File: src/rtl/exp_accum.sv
// Frame accumulator for exp-stage results: sums unsigned 5.5 beats per frame and holds the result for a handshake.
// Optional saturation on overflow is enabled by defining EXP_ACCUM_SAT_EN; the default build wraps.
module exp_accum #(
  parameter int SUM_W = 16,
  parameter int CNT_W = 8
) (
  input  logic             clk,
  input  logic             rst,
  input  logic             in_valid,
  output logic             in_ready,
  input  logic [9:0]       in_data,
  input  logic             in_last,
  output logic             out_valid,
  input  logic             out_ready,
  output logic [SUM_W-1:0] out_sum,
  output logic [CNT_W-1:0] out_count,
  output logic             out_ovf
);

  typedef enum logic {ST_ACC, ST_HOLD} state_t;

  localparam logic [CNT_W-1:0] CNT_MAX = '1;
  localparam logic [CNT_W-1:0] CNT_ONE = CNT_W'(1);

  state_t           r_state;
  state_t           w_state_next;
  logic             r_run;
  logic [SUM_W-1:0] r_sum;
  logic [CNT_W-1:0] r_count;
  logic [SUM_W-1:0] w_sum_next;
  logic [CNT_W-1:0] w_count_inc;
  logic             w_accept;
  logic             w_release;
  logic             w_term;

  assign w_accept    = in_valid && in_ready;
  assign w_release   = out_valid && out_ready;
  assign w_count_inc = r_count + CNT_ONE;
  // A frame closes on in_last or when the counter would otherwise exceed its range.
  assign w_term      = w_accept && (in_last || (w_count_inc == CNT_MAX));

`ifdef EXP_ACCUM_SAT_EN
  logic [SUM_W:0] w_add;
  logic           r_ovf;

  assign w_add      = {1'b0, r_sum} + {{(SUM_W-9){1'b0}}, in_data};
  assign w_sum_next = w_add[SUM_W] ? {SUM_W{1'b1}} : w_add[SUM_W-1:0];
  assign out_ovf    = r_ovf;

  always_ff @(posedge clk or negedge rst) begin
    if (!rst) begin
      r_ovf <= 1'b0;
    end else if (w_release) begin
      r_ovf <= 1'b0;
    end else if (w_accept && w_add[SUM_W]) begin
      r_ovf <= 1'b1;
    end
  end
`else
  assign w_sum_next = r_sum + {{(SUM_W-10){1'b0}}, in_data};
  assign out_ovf    = 1'b0;
`endif

  // r_run keeps in_ready low until the first edge after reset release.
  always_ff @(posedge clk or negedge rst) begin
    if (!rst) begin
      r_run <= 1'b0;
    end else begin
      r_run <= 1'b1;
    end
  end

  always_ff @(posedge clk or negedge rst) begin
    if (!rst) begin
      r_state <= ST_ACC;
    end else begin
      r_state <= w_state_next;
    end
  end

  always_ff @(posedge clk or negedge rst) begin
    if (!rst) begin
      r_sum   <= '0;
      r_count <= '0;
    end else if (w_release) begin
      r_sum   <= '0;
      r_count <= '0;
    end else if (w_accept) begin
      r_sum   <= w_sum_next;
      r_count <= w_count_inc;
    end
  end

  always_comb begin
    w_state_next = r_state;
    in_ready     = 1'b0;
    out_valid    = 1'b0;
    case (r_state)
      ST_ACC: begin
        in_ready = r_run;
        if (w_term) begin
          w_state_next = ST_HOLD;
        end
      end
      ST_HOLD: begin
        out_valid = 1'b1;
        if (w_release) begin
          w_state_next = ST_ACC;
        end
      end
      default: w_state_next = ST_ACC;
    endcase
  end

  assign out_sum   = r_sum;
  assign out_count = r_count;

endmodule

File: config.mk
export PLATFORM = sky130hd
export DESIGN_NAME = exp_accum
export DESIGN_NICKNAME = d
export VERILOG_FILES = /design/src/rtl/exp_accum.sv
export SDC_FILE = /design/constraint.sdc
export NUM_CORES = 1
export LEC_CHECK = 0
export ABC_AREA = 0
export CAP_MARGIN = 20
export CORE_MARGIN = 5
export CORE_UTILIZATION = 53
export CTS_CLUSTER_SIZE = 10
export DETAILED_ROUTE_END_ITERATION = 8
export GPL_TIMING_DRIVEN = 0
export HOLD_SLACK_MARGIN = 0.05
export PLACE_DENSITY = 0.91
export SETUP_SLACK_MARGIN = 0.1
export SLEW_MARGIN = 0
export SYNTH_ARGS = -nofsm -noshare
export SYNTH_HDL_FRONTEND = slang
export SYNTH_SLANG_ARGS = --single-unit
File: constraint.sdc
create_clock -name clk -period 3.63 [get_ports clk]
set_input_delay 0.726 -clock clk [delete_from_list [all_inputs] [get_ports clk]]
set_output_delay 0.726 -clock clk [all_outputs]
set_load 0.005 [all_outputs]
==> run_1/flops_by_reg.png <==
Scale bar: 20 µm. Other sequential cells in the stronger grey, the rest of the logic in the fainter grey.
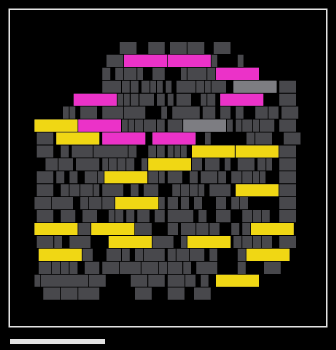
legend:
  magenta:
    name_in_the_netlist: `out_count`
    flops: 8
  yellow:
    name_in_the_netlist: `out_sum`
    flops: 16
sequential cell power: 0.435 mW
sequential cell area: 651 µm²
fin util: 72.4%
fraction of area in registers: 29.4%

==> run_1/layer_met3.png <==
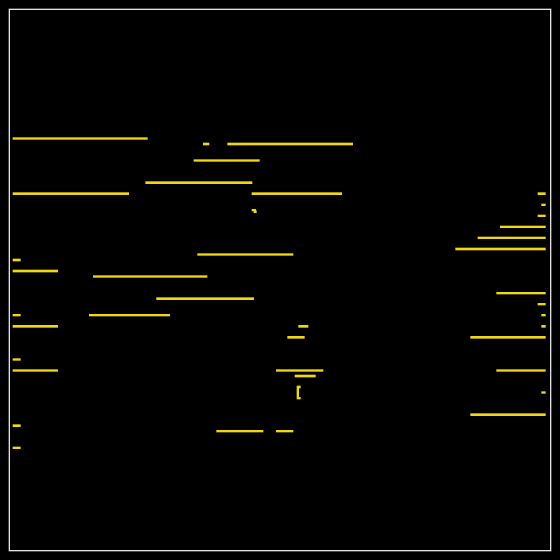
wire length on this layer: 220 µm
longest straight run: 16.3 µm
share of all routed wire: 5.5%
nets with wire on the layer: 37
main direction: horizontal
via count: 1600
met3 routing resource usage after global routing: 4.38%
drt total wl: 3.98 mm

==> run_1/congestion.png <==
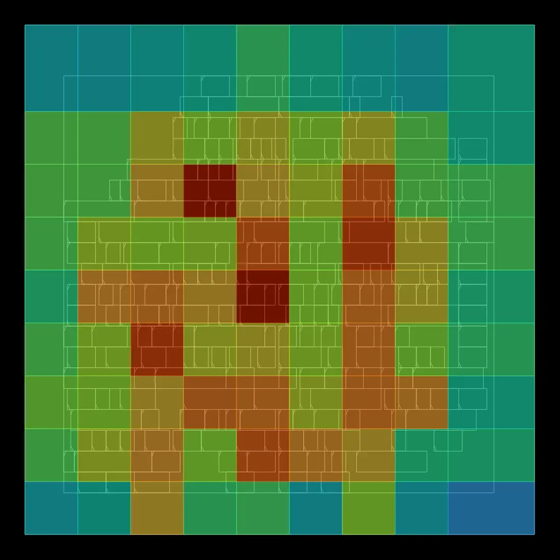
combined global-route utilization of all metal layers: 19.5%
global route hottest layer: met2
routed wire length per instance: 14.3 µm
GR Util met1: 24.4%
grt met2 use: 34.8%

==> run_1/layer_met2.png <==
Scale bar: 20 µm.
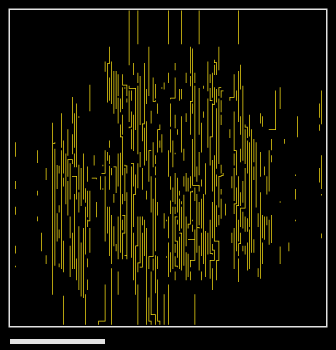
longest straight run: 36.0 µm
wire length on this layer: 2010 µm
share of all routed wire: 50%

==> metrics.json, run 1 <==
{
  "worst_setup_timing_slack_at_the_placement_stage_ns": 0.621,
  "clock_network_share_of_area_pct": 1.64,
  "largest_fanout_on_the_critical_path": 3,
  "timing.final.max_slew_violations": 0,
  "grt_max_degree": 20,
  "combinationalPowerShare_pct": 53.7,
  "status": "finished clean",
  "dieHeight_um": 66.5,
  "clkTransAtPathRegs_ns": 0.14,
  "num_antenna_cells": 0,
  "seq_cells": 26,
  "clk-insertion-delay-late_ns": 0.33,
  "cell_internal_pwr_mw": 0.764,
  "cts_inserted_buffers": 3,
  "post-dp-hpwl_mm": 3.09,
  "post_synth_and_or_nand_nor_area_fraction_pct": 22.1,
  "capturing_point_of_the_worst_reg2reg_path": "out_sum[14]",
  "synthesis.area_um2": 1690,
  "crit_family": "simple AND/OR/NAND/NOR gates",
  "placed_cells_incl_taps": 274,
  "antenna_found_initial": 0,
  "largest_area_cell": "dfrtp_1",
  "core-area_um2": 3050,
  "synth.top_cell.area_share_pct": 38.5,
  "first_global_vias": 1566,
  "final-nonclk-buf-share_pct": 20.8,
  "synth-seq-area-share_pct": 38.5,
  "aoi_share_pct": 19.0,
  "seq_power_share_pct": 34.5,
  "post_route_worst_setup_slack_ns": 0.928,
  "total_power_mw": 1.26,
  "fp_util_pct": 55.4,
  "synth.top_cells.by_area": "dfrtp_1 (38%), ha_1 (8.9%), o21ai_0 (7.7%)",
  "total_leakage_power_nw": 0.932,
  "post_route_cells_drive_above_1_share_pct": 5.56,
  "power.density_cell_area_nw_per_um2": 571,
  "critical_path.reg2reg.startpoint": "out_sum[0]",
  "power-top-group": "combinational cells",
  "r2r.worst_path.cells": 8,
  "grt_setup_unrepaired": "false",
  "critical_path.endpoint": "out_sum[14]",
  "logic_family": "simple AND/OR/NAND/NOR gates",
  "drt.antenna.violating_nets": 0,
  "layout.clock_buffers": 4,
  "final_common_cell": "clkdlybuf4s50_1",
  "powerComb_mw": 0.678,
  "clock_net_power_mw": 0.148,
  "worst_hold_path.num_cells": 1,
  "stages_on_worst_setup_path": 9,
  "crit_buf_inv": 2,
  "worst_slew_pin_slew_ns": 0.496,
  "synth_warnings": 0,
  "placedInstanceArea_um2": 2170,
  "power.switching_mw": 0.497,
  "clockPowerShare_pct": 11.8,
  "synth.cellmix.xorXnorShare_pct": 5.70,
  "endpoint_kind": "flop",
  "synthTopCellsByCount": "dfrtp_1 (26), o21ai_0 (26), nand2_1 (21), nand3_1 (19), ha_1 (12)",
  "design.die.area_um2": 4420,
  "die_width_um": 66.5,
  "timing.fmax_mhz": 370,
  "post_layout_nonfiller_instances": 278,
  "first_pass_grt_wire_length_mm": 6.86,
  "clock_tree.root_cell": "clkbuf_4",
  "cp_cell_sequence": "clkdlybuf4s50_1 -> ha_1 -> inv_1 -> fa_1 -> nor2b_1 -> o2111ai_1 -> and4_1 -> or3_1 -> a21oi_1",
  "skew_ns": 0.00788,
  "wl_met1_mm": 1.73,
  "synth-edff-count": 0
}
==> run_1/logic_types.png <==
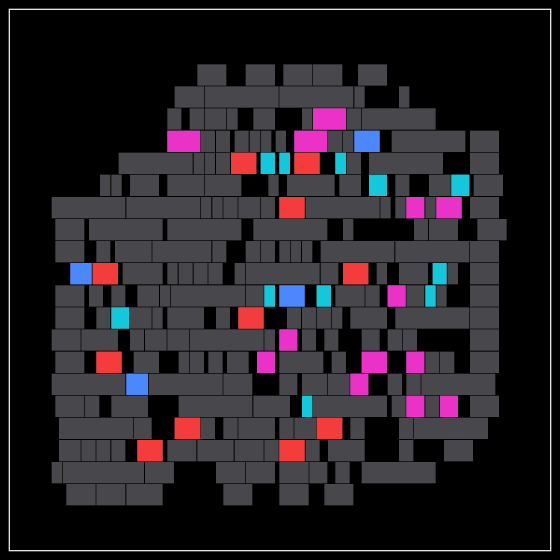

==> inputs of run 2 (changes only) <==
--- a/config.mk
+++ b/config.mk
@@ -8,12 +8,12 @@
 export ABC_AREA = 0
 export CAP_MARGIN = 20
 export CORE_MARGIN = 5
-export CORE_UTILIZATION = 53
+export CORE_UTILIZATION = 49
 export CTS_CLUSTER_SIZE = 10
 export DETAILED_ROUTE_END_ITERATION = 8
 export GPL_TIMING_DRIVEN = 0
 export HOLD_SLACK_MARGIN = 0.05
-export PLACE_DENSITY = 0.91
+export PLACE_DENSITY = 0.86
 export SETUP_SLACK_MARGIN = 0.1
 export SLEW_MARGIN = 0
 export SYNTH_ARGS = -nofsm -noshare
==> constraint.sdc (replaced) <==
create_clock -name clk -period 2.6 [get_ports clk]
set_input_delay 0.52 -clock clk [delete_from_list [all_inputs] [get_ports clk]]
set_output_delay 0.52 -clock clk [all_outputs]
set_load 0.005 [all_outputs]
==> run_2/logic_types.png <==
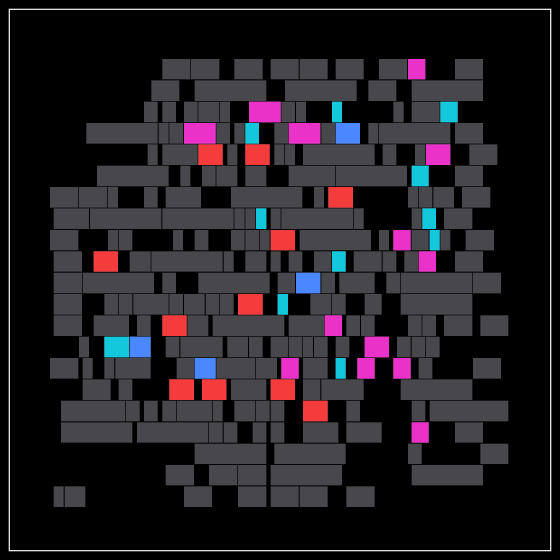
legend:
  blue:
    family: non-inverting ao/oa cells
    cells: 4
    where: middle
  red:
    family: xor and xnor cells
    cells: 11
  cyan:
    family: nor cells
    cells: 11
  magenta:
    family: and/or cells
    cells: 13
non-filler cells, final: 280
proportion of cell area occupied by multi-input gates: 45.0%
top logic cell by instance count in the layout: clkdlybuf4s50_1

==> run_2/flops_by_reg.png <==
Scale bar: 20 µm. Other sequential cells in the stronger grey, the rest of the logic in the fainter grey.
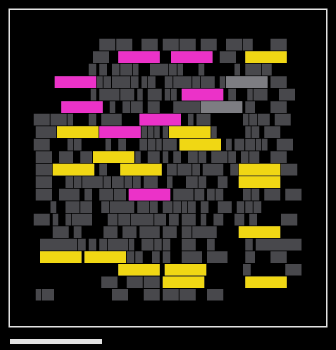
legend:
  yellow:
    name_in_the_netlist: `out_sum`
    flops: 16
  magenta:
    name_in_the_netlist: `out_count`
    flops: 8
not coloured: 2
sequential cell power: 0.610 mW
fin util: 66.6%
fraction of area in registers: 29.3%

==> run 2 against run 1 <==
  * Setup slack lost 0.73 ns
  * Final area grew 0.62%
  * Count of clock-buffer cells in the layout is the same
  * Synthesized area is the same
  * Synthesized cell count is the same
  * First-iteration DRC count shrank 30%
  * Cell count grew 0.72%
  * Power grew 40%
  * Sequential share of layout area shrank 0.18 points
  * Critical path type unchanged
  * Largest power group unchanged
==> metrics.json, run 2 <==
{
  "capturing_point_of_the_worst_reg2reg_path": {"value": "out_sum[14]", "change": "unchanged"},
  "largest_area_cell": {"value": "dfrtp_1", "change": "unchanged"},
  "layout.clock_buffers": {"value": 4, "change": "unchanged"},
  "clockPowerShare": {"value": 11.9, "unit": "%", "change": "was 11.8%"},
  "layout.area.seq": {"value": 651, "unit": "µm²", "change": "unchanged"},
  "cell_internal_pwr": {"value": 1.07, "unit": "mW", "change": "was 0.764 mW"},
  "core-area": {"value": 3340, "unit": "µm²", "change": "was 3050 µm²"},
  "total_power": {"value": 1.76, "unit": "mW", "change": "was 1.26 mW"},
  "grt_max_degree": {"value": 17, "change": "was 20"},
  "wl_met1": {"value": 1.81, "unit": "mm", "change": "was 1.73 mm"},
  "grt.total_usage": {"value": 19.0, "unit": "%", "change": "was 19.5%"},
  "worst_setup_timing_slack_at_the_placement_stage": {"value": -0.241, "unit": "ns", "change": "was 0.621 ns"},
  "first_pass_grt_wire_length": {"value": 6.80, "unit": "mm", "change": "was 6.86 mm"},
  "fp_util": {"value": 50.7, "unit": "%", "change": "was 55.4%"},
  "synth_warnings": {"value": 0, "change": "unchanged"},
  "post-dp-hpwl": {"value": 3.11, "unit": "mm", "change": "was 3.09 mm"},
  "met3_usage": {"value": 2.27, "unit": "%", "change": "was 4.38%"},
  "grtUsageMet1": {"value": 25.1, "unit": "%", "change": "was 24.4%"},
  "powerComb": {"value": 0.944, "unit": "mW", "change": "was 0.678 mW"},
  "status": {"value": "finished clean", "change": "unchanged"},
  "largest_fanout_on_the_critical_path": {"value": 3, "change": "unchanged"},
  "crit_buf_inv": {"value": 2, "change": "unchanged"},
  "critical_path.endpoint": {"value": "out_sum[14]", "change": "unchanged"},
  "stages_on_worst_setup_path": {"value": 9, "change": "unchanged"},
  "crit_family": {"value": "simple AND/OR/NAND/NOR gates", "change": "unchanged"},
  "antenna_found_initial": {"value": 0, "change": "unchanged"},
  "synth.top_cells.by_area": {"value": "dfrtp_1 (38%), ha_1 (8.9%), o21ai_0 (7.7%)", "change": "unchanged"},
  "endpoint_kind": {"value": "flop", "change": "unchanged"},
  "cp_cell_sequence": {"value": "clkdlybuf4s50_1 -> ha_1 -> inv_1 -> fa_2 -> nor2b_2 -> o2111ai_2 -> and4_1 -> or3_1 -> a21oi_1", "change": "was clkdlybuf4s50_1 -> ha_1 -> inv_1 -> fa_1 -> nor2b_1 -> o2111ai_1 -> and4_1 -> or3_1 -> a21oi_1"},
  "synthesis.area": {"value": 1690, "unit": "µm²", "change": "unchanged"},
  "post_synth_and_or_nand_nor_area_fraction": {"value": 22.1, "unit": "%", "change": "unchanged"},
  "via_count": {"value": 1596, "change": "was 1600"},
  "synth.cellmix.xorXnorShare": {"value": 5.70, "unit": "%", "change": "unchanged"},
  "drt.antenna.violating_nets": {"value": 0, "change": "unchanged"},
  "power.density_cell_area": {"value": 793, "unit": "nW/µm²", "change": "was 571 nW/µm²"},
  "worst_slew_pin_slew": {"value": 0.610, "unit": "ns", "change": "was 0.496 ns"},
  "clock_net_power": {"value": 0.209, "unit": "mW", "change": "was 0.148 mW"},
  "r2r.worst_path.cells": {"value": 8, "change": "unchanged"},
  "logic_family": {"value": "simple AND/OR/NAND/NOR gates", "change": "unchanged"},
  "route.detailed.wl_per_inst": {"value": 14.5, "unit": "µm", "change": "was 14.3 µm"},
  "post_route_cells_drive_above_1_share": {"value": 6.84, "unit": "%", "change": "was 5.56%"}
}
No activity file was given, so power comes from the tool's default toggle rates.
